## src/rtl/core_pkg.sv

```systemverilog
// Shared constants and types for the core front end: default widths, reset/trap
// vectors and the next-PC source select.
package core_pkg;

  localparam int unsigned XLEN_DEFAULT = 32;
  localparam logic [31:0] RESET_VECTOR_DEFAULT = 32'h0000_0000;
  localparam logic [31:0] TRAP_VECTOR_DEFAULT  = 32'h0000_0100;

  typedef enum logic [2:0] {
    SEL_SEQ,
    SEL_BR,
    SEL_JALR,
    SEL_PEND,
    SEL_TRAP
  } pc_sel_e;

  // Only 32-bit-only cores can see a misaligned target; with C bit 0 is forced low.
  function automatic logic target_misaligned(input logic bit1, input int c_ext);
    return (c_ext == 0) && bit1;
  endfunction

endpackage

```

## src/rtl/pc_target_gen.sv

```systemverilog
// Combinational next-PC candidates: sequential step, PC-relative branch/JAL,
// JALR, the selected live redirect target and its alignment status.
module pc_target_gen
  import core_pkg::*;
#(
  parameter int unsigned XLEN  = XLEN_DEFAULT,
  parameter int          C_EXT = 0
) (
  input  logic [XLEN-1:0] pc,
  input  logic            is_compressed,
  input  logic            branch_taken,
  input  logic            jalr,
  input  logic [XLEN-1:0] imm_ext,
  input  logic [XLEN-1:0] rs1,
  output logic [XLEN-1:0] seq,
  output logic [XLEN-1:0] br,
  output logic [XLEN-1:0] jr,
  output logic [XLEN-1:0] tgt,
  output logic            misaligned
);

  logic [XLEN-1:0] jr_sum;
  logic            half_step;

  assign half_step = (C_EXT != 0) && is_compressed;
  assign seq       = pc + (half_step ? XLEN'(2) : XLEN'(4));
  assign br        = pc + imm_ext;
  assign jr_sum    = rs1 + imm_ext;
  assign jr        = {jr_sum[XLEN-1:1], 1'b0};

  // JALR takes precedence when decode raises both redirect requests.
  always_comb begin
    tgt = br;
    if (jalr) begin
      tgt = jr;
    end else if (branch_taken) begin
      tgt = br;
    end
  end

  assign misaligned = target_misaligned(tgt[1], C_EXT);

endmodule

```

## src/rtl/pc_unit.sv

```systemverilog
// Program-counter register with stall, a one-entry pending-redirect buffer,
// optional compressed stepping and misaligned-target trapping.
module pc_unit
  import core_pkg::*;
#(
  parameter int unsigned     XLEN         = XLEN_DEFAULT,
  parameter logic [XLEN-1:0] RESET_VECTOR = XLEN'(RESET_VECTOR_DEFAULT),
  parameter logic [XLEN-1:0] TRAP_VECTOR  = XLEN'(TRAP_VECTOR_DEFAULT),
  parameter int              C_EXT        = 0
) (
  input  logic            clk,
  input  logic            rst,
  input  logic            stall,
  input  logic            is_compressed,
  input  logic            branch_taken,
  input  logic            jalr,
  input  logic [XLEN-1:0] ImmExt,
  input  logic [XLEN-1:0] RS1,
  output logic [XLEN-1:0] PC,
  output logic [XLEN-1:0] PCPlus4,
  output logic [XLEN-1:0] PCTarget,
  output logic            misalign_exc,
  output logic [XLEN-1:0] bad_addr,
  output logic            redirect_pending
);

  logic [XLEN-1:0] seq, br, jr, tgt;
  logic            tgt_misaligned;
  logic            redir;
  logic [XLEN-1:0] pend_target;
  logic            pend_misaligned;
  logic [XLEN-1:0] app_target;
  logic [XLEN-1:0] next_pc;
  pc_sel_e         sel;

  pc_target_gen #(
    .XLEN (XLEN),
    .C_EXT(C_EXT)
  ) u_target_gen (
    .pc           (PC),
    .is_compressed(is_compressed),
    .branch_taken (branch_taken),
    .jalr         (jalr),
    .imm_ext      (ImmExt),
    .rs1          (RS1),
    .seq          (seq),
    .br           (br),
    .jr           (jr),
    .tgt          (tgt),
    .misaligned   (tgt_misaligned)
  );

  assign redir           = jalr | branch_taken;
  assign PCPlus4         = seq;
  assign PCTarget        = br;
  assign pend_misaligned = target_misaligned(pend_target[1], C_EXT);
  assign app_target      = redir ? tgt : pend_target;

  // Alignment is judged when a target is applied, so a buffered target is checked on release.
  always_comb begin
    sel = SEL_SEQ;
    if (!stall) begin
      if (redir) begin
        if (tgt_misaligned)   sel = SEL_TRAP;
        else if (jalr)        sel = SEL_JALR;
        else                  sel = SEL_BR;
      end else if (redirect_pending) begin
        if (pend_misaligned)  sel = SEL_TRAP;
        else                  sel = SEL_PEND;
      end
    end
  end

  always_comb begin
    next_pc = seq;
    case (sel)
      SEL_BR:   next_pc = br;
      SEL_JALR: next_pc = jr;
      SEL_PEND: next_pc = pend_target;
      SEL_TRAP: next_pc = TRAP_VECTOR;
      default:  next_pc = seq;
    endcase
  end

  always_ff @(posedge clk or posedge rst) begin
    if (rst) begin
      PC               <= RESET_VECTOR;
      misalign_exc     <= 1'b0;
      bad_addr         <= '0;
      redirect_pending <= 1'b0;
      pend_target      <= '0;
    end else begin
      misalign_exc <= 1'b0;
      if (stall) begin
        if (redir) begin
          pend_target      <= tgt;
          redirect_pending <= 1'b1;
        end
      end else begin
        PC               <= next_pc;
        redirect_pending <= 1'b0;
        if (sel == SEL_TRAP) begin
          misalign_exc <= 1'b1;
          bad_addr     <= app_target;
        end
      end
    end
  end

endmodule

```

## config.mk

```make
export PLATFORM = sky130hd
export DESIGN_NAME = pc_unit
export DESIGN_NICKNAME = d
export VERILOG_FILES = /design/src/rtl/core_pkg.sv /design/src/rtl/pc_target_gen.sv /design/src/rtl/pc_unit.sv
export SDC_FILE = /design/constraint.sdc
export NUM_CORES = 1
export LEC_CHECK = 0
export ABC_AREA = 0
export CAP_MARGIN = 20
export CORE_MARGIN = 10
export CORE_UTILIZATION = 49
export DETAILED_ROUTE_END_ITERATION = 16
export PLACE_DENSITY = 0.77
export SLEW_MARGIN = 10
export SYNTH_ARGS = -nofsm -noshare
export SYNTH_HDL_FRONTEND = slang
export SYNTH_SLANG_ARGS = --single-unit
export TNS_END_PERCENT = 20
```

## constraint.sdc

```tcl
create_clock -name clk -period 6.2 [get_ports clk]
set_clock_uncertainty 0.15 [all_clocks]
set_input_delay 0.93 -clock clk [delete_from_list [all_inputs] [get_ports clk]]
set_output_delay 0.93 -clock clk [all_outputs]
set_load 0.05 [all_outputs]
```

Fig. 1: run 1, placement by cell class
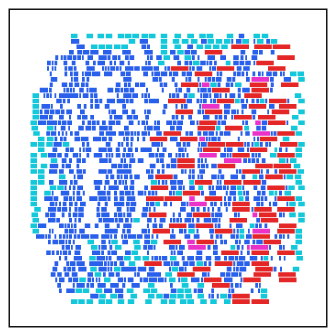
| color | class | cells | share of their area |
|---|---|---|---|
| cyan | remaining buffers and delay cells | 213 | 18% |
| blue | remaining logic cells | 1,022 | 58% |
| red | registers | 98 | 21% |
| magenta | clock drivers and dummy loads | 16 | 2.5% |

Fig. 2: run 1, ports around the boundary
Pins as bars across the die edge, other pins in gray.
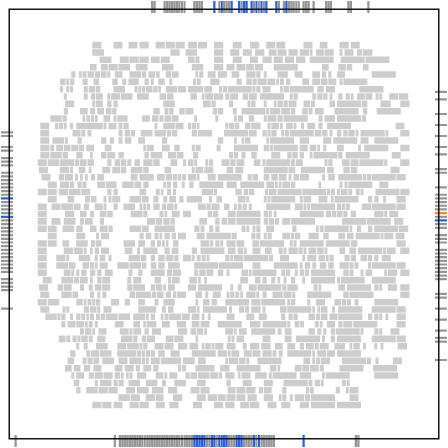
| color | port | pins | direction | edge |
|---|---|---|---|---|
| blue | PCPlus4 | 32 | output | 17 bottom, 12 top, 2 left, 1 right |
| orange | misalign_exc | 1 | output | right |

==> flow_metrics.tcl, run 1 <==
# implementation run metrics
set metrics [dict create \
    layout_top_cells "192 x clkdlybuf4s50_1, 143 x nand2_1, 115 x a21oi_1, 98 x dfrtp_1, 89 x nor2_1" \
    crit_arrival_ns 4.82 \
    die-height_um 159 \
    grt_max_degree 70 \
    report.final.slew_viol_count 0 \
    clock_area_share_pct 2.43 \
    r2r_setup_slack_ns 2.67 \
    finalClockPeriodUsage_pct 95.2 \
    rsz0062_at_grt "false" \
    dieArea_um2 25100 \
    yosysCellCount 1191 \
    num_rows 50 \
    logic_area_um2 6560 \
    clock_latency_ns 0.35 \
    worst-r2r-cell-count 10 \
    htreeDepth 3 \
    clockBufferDepth 2 \
    r2r-end "bad_addr[28]$_DFFE_PP0P_" \
    areaGrowthSynthToFinish_pct 25.3 \
    fin_cells 1583 \
    status "completed" \
]
Fig. 3: run 1, routing congestion
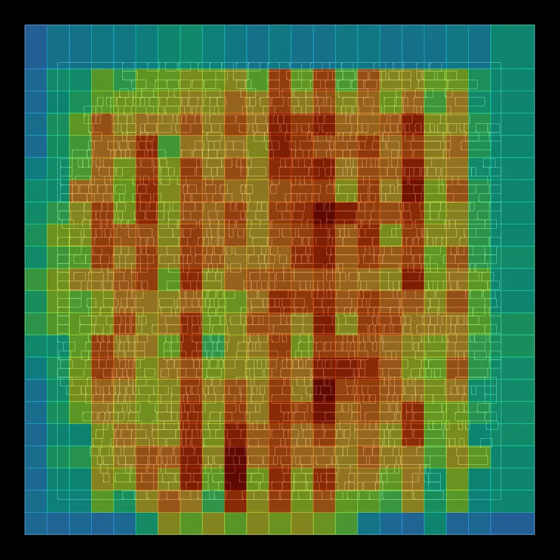
routed len/inst: 23.0 um
Global Route met1 Usage: 39.7%
fin util: 62.8%
grt peak-use layer: met2
total track usage: 27.9%

Fig. 4: run 1, routed metal, one color a layer
Two of the layers only.
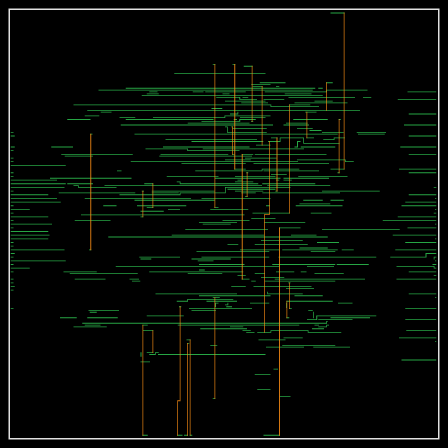
| color | layer | wire length |
|---|---|---|
| green | M3 | 4,540 um |
| orange | M4 | 787 um |
Routed WL: 36.5 mm
Via Count: 10,228

## Run 2: what changed since run 1
--- a/config.mk
+++ b/config.mk
@@ -7,7 +7,7 @@
 export LEC_CHECK = 0
 export ABC_AREA = 0
 export CAP_MARGIN = 20
-export CORE_MARGIN = 10
+export CORE_MARGIN = 4
 export CORE_UTILIZATION = 49
 export DETAILED_ROUTE_END_ITERATION = 16
 export PLACE_DENSITY = 0.77
Fig. 5: run 2, routing congestion
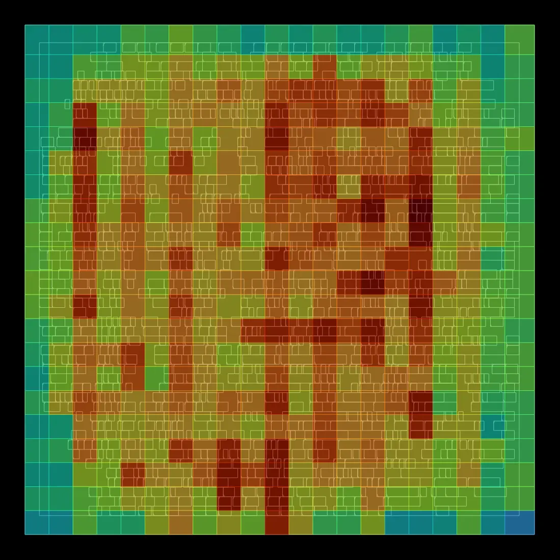
fin util: 62.8%
met3 Use GR: 6.05%
Global Route met1 Usage: 47.9%
total track usage: 31.9%

==> run 2 against run 1 <==
Against the previous run:
- design area about the same
- core utilization about the same
- sequential share of layout area about the same
- routed wire length down 2.0%
- via count up 1.2%
- clock-buffer cell count up 1
- power down 0.59%
- register-to-register slack worse by 0.08 ns
- critical endpoint is now PCTarget[20]
- highest routed layer unchanged
==> flow_metrics.tcl, run 2 <==
# implementation run metrics
set metrics [dict create \
    nMultiInputCombCells 991 \
    clock_area_share_pct 2.37 \
    htreeDepth 3 \
    path_clk_slew_ns 0.07 \
    routed_wl_mm 35.7 \
    powerComb_mw 2.56 \
    fin_cells 1583 \
    initialDrtViolationCount 1490 \
    rsz0062_at_grt "false" \
    clockBufferDepth 2 \
    top_usage_layer "met1" \
    num_rows 50 \
    clock_latency_ns 0.34 \
    r2r-end "bad_addr[30]$_DFFE_PP0P_" \
    grt.overflow.total 0 \
    worstPathMaxFanout 4 \
    met1_length_mm 15.6 \
    peakVddDrop_v 0.000153 \
    die-height_um 147 \
    cp-endpoint "PCTarget[20]" \
    cts_buffers 9 \
    vias 10352 \
    largest_area_cell "dfrtp_1" \
    finalClockPeriodUsage_pct 93.5 \
    ys_chip_area_um2 9400 \
    power_leader "combinational cells" \
    timing_worst_setup_path_type "input port to output port" \
    worst-r2r-cell-count 11 \
    dieArea_um2 21500 \
    areaGrowthSynthToFinish_pct 25.4 \
    synthTopCellsByArea "dfrtp_1 26%, ha_1 8.2%, a21oi_1 6.1%" \
    yosysCellCount 1191 \
    r2r_setup_slack_ns 2.59 \
    grt_max_degree 70 \
    grt_use_met2_pct 46.2 \
    grt_pass1_vias 9461 \
    report.final.slew_viol_count 0 \
    netlist_instances 1191 \
    placed_cell_area_um2 11500 \
    holdPathEnd "bad_addr[21]$_DFFE_PP0P_" \
    crit_arrival_ns 4.71 \
    status "completed" \
    cts_resized 0 \
    layout_top_cells "196 x clkdlybuf4s50_1, 143 x nand2_1, 115 x a21oi_1, 98 x dfrtp_1, 89 x nor2_1" \
    routedWlPerCell_um 22.6 \
    logic_area_um2 6560 \
    num-clock-buffers 10 \
]
## Run 3: what changed since run 2
--- a/config.mk
+++ b/config.mk
@@ -11,7 +11,6 @@
 export CORE_UTILIZATION = 49
 export DETAILED_ROUTE_END_ITERATION = 16
 export PLACE_DENSITY = 0.77
-export SLEW_MARGIN = 10
 export SYNTH_ARGS = -nofsm -noshare
 export SYNTH_HDL_FRONTEND = slang
 export SYNTH_SLANG_ARGS = --single-unit
Fig. 6: run 3, routed metal, one color a layer
Two of the layers only.
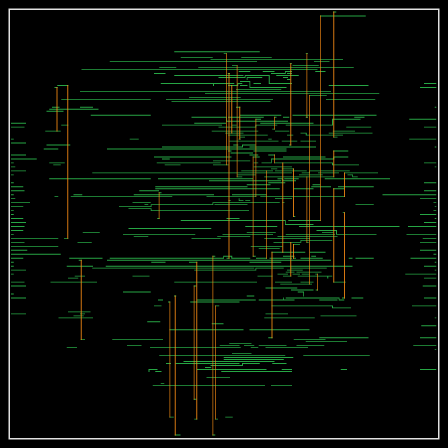
Via Count: 10,352
Routed WL: 35.7 mm
routed len/inst: 22.6 um

==> run 3 against run 2 <==
Against the previous run:
- non-clock buffer count stayed put
- global-route usage stayed put
- via count stayed put
- sequential power hardly changed
- sequential share of layout area stayed put
- synthesized area stayed put
- synthesized cell count stayed put
- flip-flop count stayed put
- clock-buffer cell count stayed put
- cell count stayed put
- largest cell class unchanged
- routed wire length stayed put
- worst setup slack stayed put
- critical endpoint unchanged
==> flow_metrics.tcl, run 3 <==
# implementation run metrics
set metrics [dict create \
    status "completed" \
    cts_resized 0 \
    report.final.slew_viol_count 0 \
    clock_latency_ns 0.34 \
    finalClockPeriodUsage_pct 93.5 \
    largest_area_cell "dfrtp_1" \
    final_util_pct 62.8 \
    clock_area_share_pct 2.37 \
    powerComb_mw 2.56 \
    worst-r2r-cell-count 11 \
    die-height_um 147 \
    worstPathMaxFanout 4 \
    num-clock-buffers 10 \
    path_clk_slew_ns 0.07 \
    initialDrtViolationCount 1490 \
    yosysCellCount 1191 \
    met1_length_mm 15.6 \
    num_rows 50 \
    netlist_instances 1191 \
    peakVddDrop_v 0.000153 \
    areaGrowthSynthToFinish_pct 25.4 \
    r2r-end "bad_addr[30]$_DFFE_PP0P_" \
    grt.overflow.total 0 \
    timing_worst_setup_path_type "input port to output port" \
]
Power figures rest on the tool's default switching activity, not on a simulated workload.
